==> config.mk <==
export PLATFORM = sky130hd
export DESIGN_NAME = lcd_timing_gen
export DESIGN_NICKNAME = d
export VERILOG_FILES = /design/src/rtl/lcd_pkg.sv /design/src/rtl/lcd_sync_delay.sv /design/src/rtl/lcd_timing_gen.sv
export SDC_FILE = /design/constraint.sdc
export NUM_CORES = 1
export LEC_CHECK = 0
export CAP_MARGIN = 25
export CORE_AREA = 3 3 79 99
export CTS_CLUSTER_DIAMETER = 150
export DETAILED_ROUTE_END_ITERATION = 6
export DIE_AREA = 0 0 82 102
export PLACE_DENSITY = 0.85
export SLEW_MARGIN = 20
export SYNTH_ARGS = -nofsm -noshare
export SYNTH_HDL_FRONTEND = slang
export SYNTH_SLANG_ARGS = --single-unit
==> constraint.sdc <==
create_clock -name clk -period 1.6 [get_ports clk]
set_clock_uncertainty 0.1 [all_clocks]
set_input_delay 0.48 -clock clk [delete_from_list [all_inputs] [get_ports clk]]
set_output_delay 0.48 -clock clk [all_outputs]
set_load 0.005 [all_outputs]
Figure 1. The clock network.
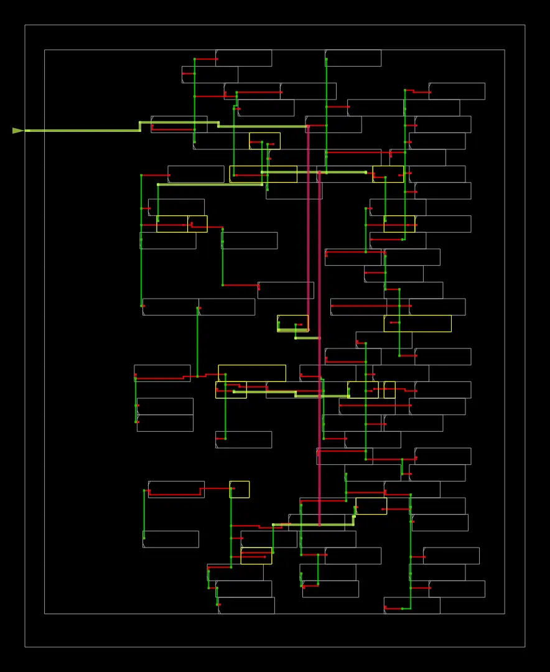
# clk buffers: 9
clock sinks: 76

Figure 2. Placement by cell class.
Scale: 3 px per um.
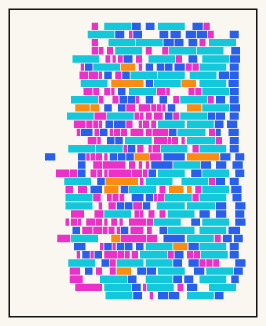
- registers: cyan (cells 76)
- clock drivers and dummy loads: orange (cells 15)
- remaining logic cells: magenta (cells 161)
- remaining buffers and delay cells: blue (cells 132)
fin util: 64.9%
Seq area share: 42.1%

==> flow_summary.toml <==
# yosys + openroad results
[outcome]
outcome = "complete, but fails checks"
failed_checks = "setup timing"

[critical_path]
worst_path_max_delay_cell = "or3b_4"
required_ns = 1.74
reg2reg_depth = 6
crit_chain = "or3b_4 > buf_4 > o31ai_4 > buf_6 > o31ai_1 > a22o_1"
crit_arrival_ns = 1.95
crit_path_start_kind = "flop"
max_stage_delay_ns = 0.41
cp_max_fo = 5
path_class = "reg -> reg"
endpoint_kind = "flop"
worst-r2r-setup-slack_ns = -0.21
critical_path.top_delay_family = "AND-OR/OR-AND gates"
path_depth = 6
path_buffers = 2

[detailed_routing]
dr.pass1.iters = 4
viasPerCell = 4.99
drt_iter0_markers = 165
wl_per_cell_um = 15.9
ant_nets = 0
vias = 2365
finalWirelength_mm = 7.55
drcViolationCount = 0

[cts]
cts-root-buf = "clkbuf_8"
cts_max_level = 3
cts_buffer_depth = 2
numCtsBuffers = 9
worst_skew_pair.late_latency_ns = 0.35
cts_tree = "done"
clkSlewWorstSetupHoldPaths_ns = 0.08

[synthesis]
flop_cell = "dfrtp_1"
postSynthAreaPerCell_sq_um = 12.1
syn_inst = 244
synth-edff-count = 0
ys_types = 46
postSynth.asyncResetShare_pct = 100
ys_seq_share_pct = 64.5
syn_area_sq_um = 2960
ys_area_sq_um = 2960
yosys-stat-cells = 244
ys_warn_count = 0
ys_ff = 76

[grt]
grt_first_pass_wirelength_mm = 11.9
antenna_found_initial = 0
overflow = 0
grt_pass1_vias = 2481
grt_usage_pct = 19.2
grt_max_degree = 26

[placement]
post-place-ws_ns = -0.434
io_buffers = 76
place_area_sq_um = 4200
gp_congestion = 0.849
placed_cells = 450
dp_hpwl_mm = 5.04

[cells_and_area]
fin_area_sq_um = 4530
area_growth_pct = 53.3
nets = 411
largest_register_ffs = 24
num_antenna_cells = 0
instances_no_fill = 474
layout-drive-gt1-share_pct = 26.3

[hold_path]
min_path_cells = 1
hold_path_class = "reg -> reg"

[pwr]
vdd_ir_drop_max_v = 0.000521
power.total_mw = 4.07
p_per_area_nw_per_um2 = 898
cellLeakagePower_nw = 2.23

[sta]
hold_slack_ns = 0.258
setup_ws_ns = -0.206
final_max_slew_viol_count = 0
period_minus_slack_ns = 1.81
hold_viol_final = 0
maxSlewHeadroom_pct = 64.6
rsz0062_at_grt = "yes"
finalCritPeriodShare_pct = 113
finalSetupTns_ns = -2.83
worst_slew_pin_slew_ns = 0.531
setup-violations-final = 36
fmax_mhz = 554

[run]
drv_cap = 0
openroad.warnings = 31

[die]
core.rowCount = 34
coreArea_sq_um = 6980
io_pins = 77
chipArea_sq_um = 8360
dieHeight_um = 102
fp.dieW_um = 82
fp_util_pct = 42.4
synthesized netlist by cell type, drive strengths merged (4+ instances only):
cell	instances	area, sq um
or3	4	30.0
nand3	8	40.0
inv	14	52.6
o21ai	4	20.0
and2	43	269
xnor2	4	35.0
dfstp	4	105
clkbuf	5	20.0
dfrtp	72	1800
nand4	4	25.0
ha	4	50.1
nor3	5	25.0
nor4	8	65.1
nor2	17	63.8
a21oi	5	25.0
nand2	7	26.3
o31ai	5	61.3
layer usage:
metal  track usage, %  share of wire, %
met1             20.3                36
met3             6.26               7.2
met2             33.8                54
met5                0                 0
met4             9.21               3.5
placed cells by master (no fill, tap or decap), types with 6 or more instances in the layout:
cell type / n
and2_1: 43
buf_4: 48
inv_1: 12
clkdlybuf4s50_1: 25
dlygate4sd2_1: 43
nand3_1: 6
nand2_1: 6
buf_6: 6
clkbuf_8: 9
dfrtp_1: 72
nor2_1: 17
cells by family after synthesis:
kind of cell             after synthesis  share of synthesized area, %
XOR/XNOR                               7                          2.07
buffers and inverters                 22                          3.05
flip-flops                            76                          64.5
AND/OR/NAND/NOR                      105                          20.7
multiplexers                           1                         0.339
adder cells (fa/ha/maj)                4                          1.69
AND-OR/OR-AND                         28                          7.45
other                                  1                         0.127
repair_timing:
action | in CTS | in global routing
resized | 65 | 14
setup endpoints to repair | 68 | 45
hold endpoints to repair | 15 | 0
setup buffers | 8 | 1
pin swaps | 14 | 9
cloned | 0 | 0
hold buffers | 1 | 0
area by class of cell:
type	instances	area, sq um
Inverter	14	52.6
Fill cell	512	2450
Clock buffer	9	124
Multi-Input combinational cell	147	1040
Sequential cell	76	1910
Clock inverter	6	113
Tap cell	90	113
Timing Repair Buffer	132	1180
power breakdown:
part	switching, mW	internal, mW
sequential	0.0289	1.98
combinational	0.147	0.194
clock	0.690	1.03
Power and IR drop assume default switching activity.
